==> run_1/gates.png <==
The bar under the picture is 50 µm long.
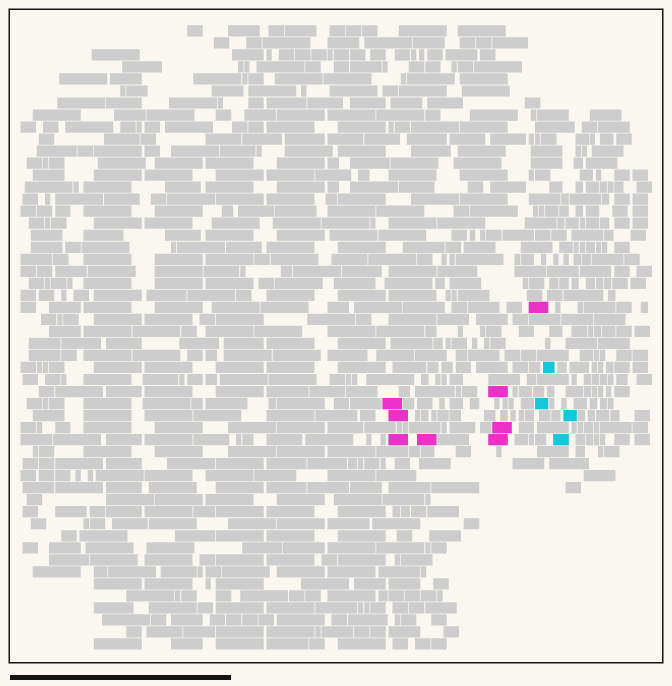
==> run_1/ff_map.png <==
The bar under the picture is 50 µm long.
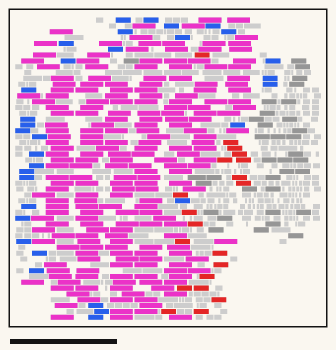
==> run_1/congestion_map.png <==
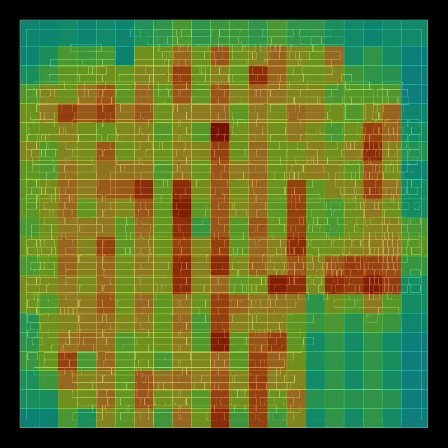
==> run_1/sizing.png <==
The bar under the picture is 50 µm long.
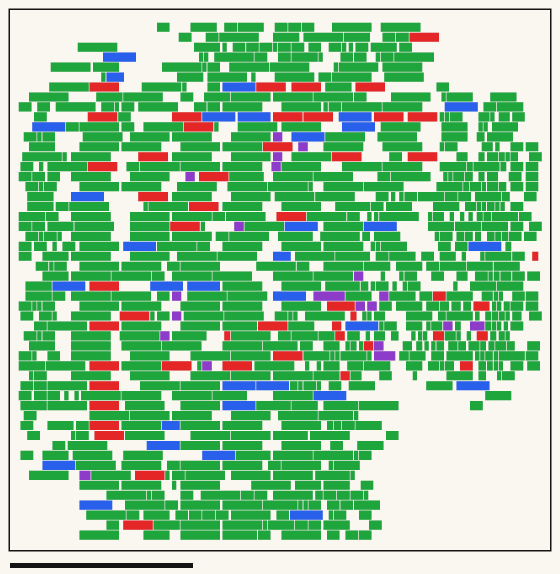
<file path="src/rtl/aximm2s_cmdseq.sv">
// Command sequencer for an AXI memory-to-stream DMA: queues {addr, len, inc}
// commands, launches them one at a time and tracks completion, errors and aborts.
module aximm2s_cmdseq #(
    parameter int C_AXI_ADDR_WIDTH = 32,
    parameter int LGLEN            = 20,
    parameter int LGQUEUE          = 2
) (
    input  logic                        S_AXI_ACLK,
    input  logic                        i_reset,
    input  logic                        i_cmd_valid,
    output logic                        o_cmd_ready,
    input  logic [C_AXI_ADDR_WIDTH-1:0] i_cmd_addr,
    input  logic [LGLEN-1:0]            i_cmd_len,
    input  logic                        i_cmd_inc,
    input  logic                        i_abort,
    input  logic                        i_clear_err,
    output logic                        o_dma_start,
    output logic [C_AXI_ADDR_WIDTH-1:0] o_dma_addr,
    output logic [LGLEN-1:0]            o_dma_len,
    output logic                        o_dma_inc,
    output logic                        o_dma_abort,
    input  logic                        i_dma_busy,
    input  logic                        i_dma_done,
    input  logic                        i_dma_err,
    output logic                        o_busy,
    output logic                        o_err,
    output logic                        o_int,
    output logic [15:0]                 o_completed,
    output logic [LGQUEUE:0]            o_fill
);
    localparam int EW    = C_AXI_ADDR_WIDTH + LGLEN + 1;
    localparam int DEPTH = 1 << LGQUEUE;
    localparam logic [LGQUEUE:0]   FILL_FULL = (LGQUEUE+1)'(DEPTH);
    localparam logic [LGQUEUE:0]   FILL_ONE  = (LGQUEUE+1)'(1);
    localparam logic [LGQUEUE:0]   FILL_ZERO = (LGQUEUE+1)'(0);
    localparam logic [LGQUEUE-1:0] PTR_ONE   = (LGQUEUE)'(1);

    localparam logic [2:0] S_IDLE     = 3'd0;
    localparam logic [2:0] S_LAUNCH   = 3'd1;
    localparam logic [2:0] S_WAIT     = 3'd2;
    localparam logic [2:0] S_ABORTING = 3'd3;
    localparam logic [2:0] S_HALT     = 3'd4;

    logic [EW-1:0]               mem_r [DEPTH];
    logic [LGQUEUE-1:0]          wr_ptr_r, rd_ptr_r;
    logic [LGQUEUE:0]            fill_r, fill_next_s;
    logic [2:0]                  state_r, state_next_s;
    logic                        push_s, pop_s, flush_s, launch_s, done_ok_s;
    logic                        int_s, int_next_s, abort_pulse_s, err_set_s, err_clr_s;
    logic                        ready_r, busy_r, start_r, abort_r, int_r, err_r, inc_r;
    logic [C_AXI_ADDR_WIDTH-1:0] addr_r;
    logic [LGLEN-1:0]            len_r;
    logic [15:0]                 completed_r;
    logic [EW-1:0]               head_s;

    assign push_s = i_cmd_valid && ready_r;
    assign head_s = mem_r[rd_ptr_r];

    // Sequencer state transitions and per-cycle control decisions
    always_comb begin
        state_next_s  = state_r;
        pop_s         = 1'b0;
        flush_s       = 1'b0;
        launch_s      = 1'b0;
        done_ok_s     = 1'b0;
        int_s         = 1'b0;
        abort_pulse_s = 1'b0;
        err_set_s     = 1'b0;
        err_clr_s     = 1'b0;
        case (state_r)
            S_IDLE: begin
                // An abort while idle only empties the queue; it also blocks a pop.
                if (i_abort) begin
                    flush_s = 1'b1;
                end else if ((fill_r != FILL_ZERO) && !i_dma_busy) begin
                    pop_s = 1'b1;
                    if (head_s[LGLEN:1] != {LGLEN{1'b0}}) begin
                        launch_s     = 1'b1;
                        state_next_s = S_LAUNCH;
                    end else begin
                        state_next_s = S_IDLE;
                    end
                end else begin
                    state_next_s = S_IDLE;
                end
            end
            S_LAUNCH: begin
                if (i_abort) begin
                    flush_s       = 1'b1;
                    abort_pulse_s = 1'b1;
                    state_next_s  = S_ABORTING;
                end else begin
                    state_next_s = S_WAIT;
                end
            end
            S_WAIT: begin
                if (i_dma_done && i_dma_err) begin
                    err_set_s    = 1'b1;
                    flush_s      = 1'b1;
                    int_s        = 1'b1;
                    state_next_s = S_HALT;
                end else if (i_dma_done) begin
                    // A done coinciding with abort is counted; the transfer is over, so no ABORTING wait.
                    done_ok_s     = 1'b1;
                    flush_s       = i_abort;
                    abort_pulse_s = i_abort;
                    state_next_s  = S_IDLE;
                end else if (i_abort) begin
                    flush_s       = 1'b1;
                    abort_pulse_s = 1'b1;
                    state_next_s  = S_ABORTING;
                end else begin
                    state_next_s = S_WAIT;
                end
            end
            S_ABORTING: begin
                if (i_dma_done) begin
                    int_s        = 1'b1;
                    state_next_s = S_IDLE;
                end else begin
                    state_next_s = S_ABORTING;
                end
            end
            S_HALT: begin
                if (i_clear_err) begin
                    err_clr_s    = 1'b1;
                    state_next_s = S_IDLE;
                end else begin
                    state_next_s = S_HALT;
                end
            end
            default: begin
                state_next_s = S_IDLE;
            end
        endcase
    end

    // Queue occupancy after this cycle's push, pop and flush
    always_comb begin
        fill_next_s = fill_r;
        if (flush_s) begin
            fill_next_s = FILL_ZERO;
        end else if (push_s && !pop_s) begin
            fill_next_s = fill_r + FILL_ONE;
        end else if (!push_s && pop_s) begin
            fill_next_s = fill_r - FILL_ONE;
        end else begin
            fill_next_s = fill_r;
        end
        int_next_s = int_s || (done_ok_s && (fill_next_s == FILL_ZERO));
    end

    // Command storage; a flushed push is never written
    always_ff @(posedge S_AXI_ACLK) begin
        if (push_s && !flush_s) begin
            mem_r[wr_ptr_r] <= {i_cmd_addr, i_cmd_len, i_cmd_inc};
        end
    end

    // State, queue pointers and registered status outputs
    always_ff @(posedge S_AXI_ACLK) begin
        if (i_reset) begin
            state_r     <= S_IDLE;
            wr_ptr_r    <= {LGQUEUE{1'b0}};
            rd_ptr_r    <= {LGQUEUE{1'b0}};
            fill_r      <= FILL_ZERO;
            ready_r     <= 1'b1;
            busy_r      <= 1'b0;
            err_r       <= 1'b0;
            int_r       <= 1'b0;
            completed_r <= 16'd0;
        end else begin
            state_r <= state_next_s;
            fill_r  <= fill_next_s;
            if (flush_s) begin
                wr_ptr_r <= {LGQUEUE{1'b0}};
                rd_ptr_r <= {LGQUEUE{1'b0}};
            end else begin
                wr_ptr_r <= push_s ? wr_ptr_r + PTR_ONE : wr_ptr_r;
                rd_ptr_r <= pop_s ? rd_ptr_r + PTR_ONE : rd_ptr_r;
            end
            ready_r <= (fill_next_s != FILL_FULL) && (state_next_s != S_HALT)
                       && (state_next_s != S_ABORTING);
            busy_r  <= (state_next_s != S_IDLE) || (fill_next_s != FILL_ZERO);
            err_r   <= err_set_s ? 1'b1 : (err_clr_s ? 1'b0 : err_r);
            int_r   <= int_next_s;
            completed_r <= done_ok_s ? completed_r + 16'd1 : completed_r;
        end
    end

    // DMA launch/abort pulses and the held launch descriptor
    always_ff @(posedge S_AXI_ACLK) begin
        if (i_reset) begin
            start_r <= 1'b0;
            abort_r <= 1'b0;
            addr_r  <= {C_AXI_ADDR_WIDTH{1'b0}};
            len_r   <= {LGLEN{1'b0}};
            inc_r   <= 1'b0;
        end else begin
            start_r <= launch_s;
            abort_r <= abort_pulse_s;
            if (launch_s) begin
                addr_r <= head_s[EW-1 -: C_AXI_ADDR_WIDTH];
                len_r  <= head_s[LGLEN:1];
                inc_r  <= head_s[0];
            end else begin
                addr_r <= addr_r;
                len_r  <= len_r;
                inc_r  <= inc_r;
            end
        end
    end

    assign o_cmd_ready = ready_r;
    assign o_dma_start = start_r;
    assign o_dma_addr  = addr_r;
    assign o_dma_len   = len_r;
    assign o_dma_inc   = inc_r;
    assign o_dma_abort = abort_r;
    assign o_busy      = busy_r;
    assign o_err       = err_r;
    assign o_int       = int_r;
    assign o_completed = completed_r;
    assign o_fill      = fill_r;
endmodule
</file>
<file path="config.mk">
export PLATFORM = sky130hd
export DESIGN_NAME = aximm2s_cmdseq
export DESIGN_NICKNAME = d
export VERILOG_FILES = /design/src/rtl/aximm2s_cmdseq.sv
export SDC_FILE = /design/constraint.sdc
export NUM_CORES = 1
export LEC_CHECK = 0
export ABC_AREA = 0
export CORE_MARGIN = 2
export CORE_UTILIZATION = 55
export DETAILED_ROUTE_END_ITERATION = 12
export PLACE_DENSITY = 0.84
export SYNTH_ARGS = -nofsm -noshare
export SYNTH_HDL_FRONTEND = slang
export SYNTH_SLANG_ARGS = --single-unit
</file>
<file path="constraint.sdc">
create_clock -name S_AXI_ACLK -period 3.93 [get_ports S_AXI_ACLK]
set_clock_uncertainty 0.2 [all_clocks]
set_input_delay 0.786 -clock S_AXI_ACLK [delete_from_list [all_inputs] [get_ports S_AXI_ACLK]]
set_output_delay 0.786 -clock S_AXI_ACLK [all_outputs]
set_load 0.05 [all_outputs]
</file>
==> notes.md, run 1 <==
run metrics: post-synthesis cell count=649, met1 usage in global routing=28.5%, via count=6211, Power per Cell Area=463 nW/µm², status=complete, no violations, fin crit period=3.34 ns, Worst Tran Pin Value=0.843 ns, met3 usage=5.77%, Crit. End Element=register, RSZ-0062 raised after global routing=no, Synth warnings=0, count of library flops with an enable pin=212, Post-synth top flop=edfxtp_1, total I/O pin count=139, hold path startpoint=o_dma_addr[26]$_SDFFE_PP0P_, Max Fclk=299 MHz, RePlAce Congestion=0.875, Top cells excl fill/tap=edfxtp_1, clkdlybuf4s50_1, dfxtp_1, nor2_1, mux2i_1, Final nets=869, latest clock arrival within the worst-skew pair=0.54 ns, max_cap viols=0, dpl cells=1039, clock-pin slew on the worst setup and hold paths=0.06 ns, MUX share of area=16.0%, Fin. Hold Viols=0, Setup TNS=0 ns, Top logic family=multiplexers, IO Port Bufs=138, yosys xor share=1.24%, Synth flops=299, Hold Crit Endpoint=o_dma_addr[26]$_SDFFE_PP0P_, Area after DPL=12900 µm², cells on worst reg2reg path=7, Cell area leaders=edfxtp_1, dfxtp_1, mux4_2
Back to the opening pictures, gates.png:
non-inverting ao/oa cells -> cyan  # cells 4, where right middle
fa/ha/maj cells -> magenta  # cells 8

Back to the opening pictures, ff_map.png:
mem_r -> magenta  # flops 212
o_dma_addr -> blue  # flops 32, where widely spread
o_dma_len -> red  # flops 20
not coloured = 35

Back to the opening pictures, congestion_map.png:
Post-Route Utilization: 68.0%
busiest grt layer: met2
All-Layer GR Usage: 21.1%
WL/cell: 20.8 µm

Back to the opening pictures, sizing.png:
x1 and smaller -> green  # cells 721
x3 and x4 -> purple  # cells 20
x2 -> red  # cells 49
x6 and larger -> blue  # cells 32

-- run 1: kinds of logic (layout without fill, tap and decap cells) --
family,count (synthesis),in the layout
buffers and inverters,41,214
AOI/OAI and AO/OA,32,32
xor gates and xnor gates,16,16
other,0,2
adders and majority gates,8,8
and+or+nand+nor,144,144
muxes,109,109
DFF,299,299
-- run 1: stage by stage --
stage | total power [W] | setup slack, ns
global placement | 0.00390 | 0.628
floorplan | 0.00376 | 0.841
detailed placement | 0.00392 | 0.536
CTS | 0.00641 | 0.554
global route | 0.00657 | 0.407
finish | 0.00637 | 0.586
-- run 1: worst register-to-register path, delay by kind of cell, from the launching register on --
| family | cells | cell delay, ns |
|---|---|---|
| DFF | 1 | 0.68 |
| muxes | 2 | 1.01 |
| and+or+nand+nor | 3 | 0.66 |
| buffers and inverters | 1 | 0.47 |
| AOI/OAI and AO/OA | 1 | 0.18 |
-- run 1: flip-flops by register name, summed over array words and instances (netlist names), named ones only --
name / flops
mem_r: 212
o_busy: 1
o_cmd_ready: 1
o_completed: 16
o_dma_abort: 1
o_dma_addr: 32
o_dma_inc: 1
o_dma_len: 20
o_dma_start: 1
o_err: 1
o_fill: 3
o_int: 1
rd_ptr_r: 2
state_r: 3
wr_ptr_r: 2
-- run 1: final cells by class --
| class | count | area [µm²] |
|---|---|---|
| antenna | 2 | 5.00 |
| multi-input combinational | 309 | 2930 |
| inverter | 7 | 26.3 |
| timing repair buffer | 154 | 1500 |
| tap | 270 | 338 |
| fill | 1275 | 6470 |
| sequential | 299 | 8110 |
| clock inverter | 8 | 37.5 |
| clock buffer | 45 | 816 |
-- run 1: power by group --
part           internal, W  switching [W]
Clock              0.00142        0.00109
Sequential         0.00344      0.0000289
Combinational     0.000165       0.000221
==> run 2, diff against run 1 <==
--- a/config.mk
+++ b/config.mk
@@ -6,6 +6,7 @@
 export NUM_CORES = 1
 export LEC_CHECK = 0
 export ABC_AREA = 0
+export CORE_ASPECT_RATIO = 1.4
 export CORE_MARGIN = 2
 export CORE_UTILIZATION = 55
 export DETAILED_ROUTE_END_ITERATION = 12
==> constraint.sdc (replaced) <==
create_clock -name S_AXI_ACLK -period 3.5 [get_ports S_AXI_ACLK]
set_clock_uncertainty 0.2 [all_clocks]
set_input_delay 0.7 -clock S_AXI_ACLK [delete_from_list [all_inputs] [get_ports S_AXI_ACLK]]
set_output_delay 0.7 -clock S_AXI_ACLK [all_outputs]
set_load 0.05 [all_outputs]
==> run_2/ff_map.png <==
The bar under the picture is 50 µm long.
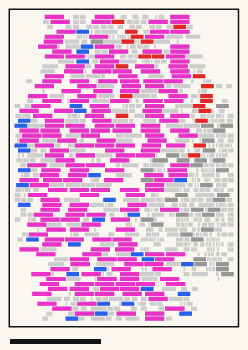
o_dma_addr -> blue  # flops 32, where widely spread
o_dma_len -> red  # flops 20
mem_r -> magenta  # flops 212

==> run_2/sizing.png <==
The bar under the picture is 50 µm long.
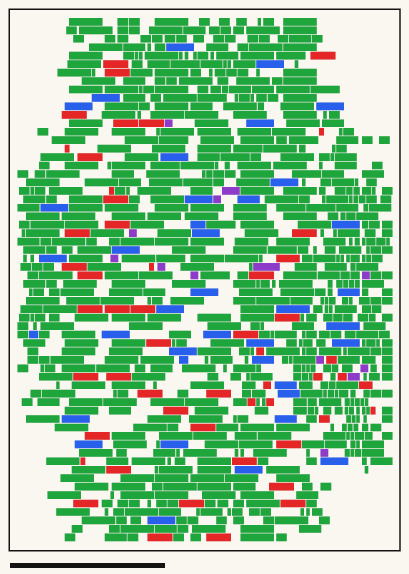
area delta synth->final: 21.8%
Non-CTS buffers: 153
PnR worst setup slack: 0.309 ns
final instance area: 13800 µm²

==> run 2 against run 1 <==
Against the previous run:
- design area increased by 0.26%
- global-route usage fell by 0.34 points
- largest cell class unchanged
- routed wire length fell by 1.4%
- fmax is 4.8% higher
- flip-flop count is the same
- first-iteration DRC count grew 25%
- total power increased by 12%
- sequential power is 12% higher
- register-to-register slack got worse by 0.28 ns
- hold slack worse by 0.0063 ns
==> notes.md, run 2 <==
run metrics: status=complete, no violations, Combinational Power Share=6.1% (about the same), Post-synth top flop=edfxtp_1, diode count=0 (-2), P_comb=0.000437 W (+13%), max_cap viols=0 (unchanged), hold path startpoint=o_dma_len[5]$_SDFFE_PP0P_, Top pwr grp=registers, Worst Tran Pin Value=0.847 ns (+0.00439 ns), Cell area leaders=edfxtp_1, dfxtp_1, mux4_2, Hold Crit Endpoint=o_dma_len[5]$_SDFFE_PP0P_, RePlAce Congestion=0.859 (-1.8%), Final nets=866 (-0.35%), busiest grt layer=met2, fin crit period=3.19 ns (-0.153 ns), sw frac=21.0% (-0.089 points), logic area=2930 µm² (unchanged), Crit. End Element=register, Max Fclk=313 MHz (+4.8%), Fill cells=1323 (+3.8%), post-synthesis cell count=649 (unchanged), FF+latch area=8110 µm² (unchanged), via count=6145 (-1.1%), clock share of power=39.5% (about the same)
==> run_2/congestion_map.png <==
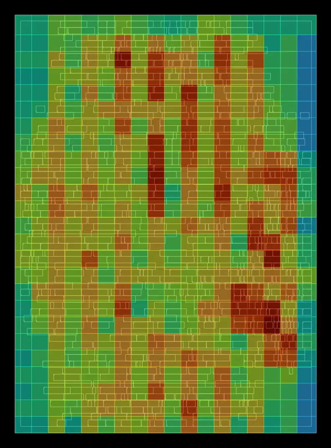
WL/cell: 20.9 µm
met3 usage: 3.46%

[run 2: cell counts after synthesis]
No cell type changed its count.
[run 2: cell families (layout without fill, tap and decap cells)]
logic type | count (synthesis) | count (layout) | synth area share [%]
fa+ha+maj | 8 | 8 | 0.884
buf+inv | 41 | 210 | 2.65
mux | 109 | 109 | 16.0
compound gates | 32 | 32 | 1.73
xor+xnor | 16 | 16 | 1.24
flops | 299 | 299 | 71.6
simple gates | 144 | 144 | 5.89
[run 2: how the worst max path moves through the flow]
stage,start,end
after floorplan,o_cmd_ready$_SDFF_PP1_,mem_r[0][0]$_DFFE_PP_
after global placement,i_abort,o_int$_SDFF_PP0_
after detailed placement,i_abort,o_cmd_ready$_SDFF_PP1_
final,register,o_dma_addr[8]$_SDFFE_PP0P_
after CTS,register,o_dma_addr[8]$_SDFFE_PP0P_
after global routing,register,o_dma_addr[5]$_SDFFE_PP0P_
[run 2: metrics by stage]
step / hold WS, ns / power [W] / std cells / util [%] / instance area (µm²)
6_report: 0.291 / 0.00716 / 1074 / 67.6 / 13800
5_1_grt: 0.330 / 0.00737 / 1074 / 67.6 / 13800
4_1_cts: 0.297 / 0.00721 / 1074 / 67.6 / 13800
3_5_place_dp: 0.284 / 0.00441 / 1024 / 63.5 / 13000
3_3_place_gp: 0.271 / 0.00438 / 1024 / 63.5 / 13000
2_1_floorplan: 0.269 / 0.00422 / 649 / - / 11300
[run 2: area by class of cell]
| type | count | area share [%] |
|---|---|---|
| clock buffer | 38 | 5.27 |
| clock inverter | 12 | 0.852 |
| inverter | 7 | 0.190 |
| multi-input combinational | 309 | 21.3 |
| sequential | 299 | 58.8 |
| tap | 256 | 2.32 |
| timing repair buffer | 153 | 11.3 |
Power figures rest on the tool's default switching activity, not on a simulated workload.
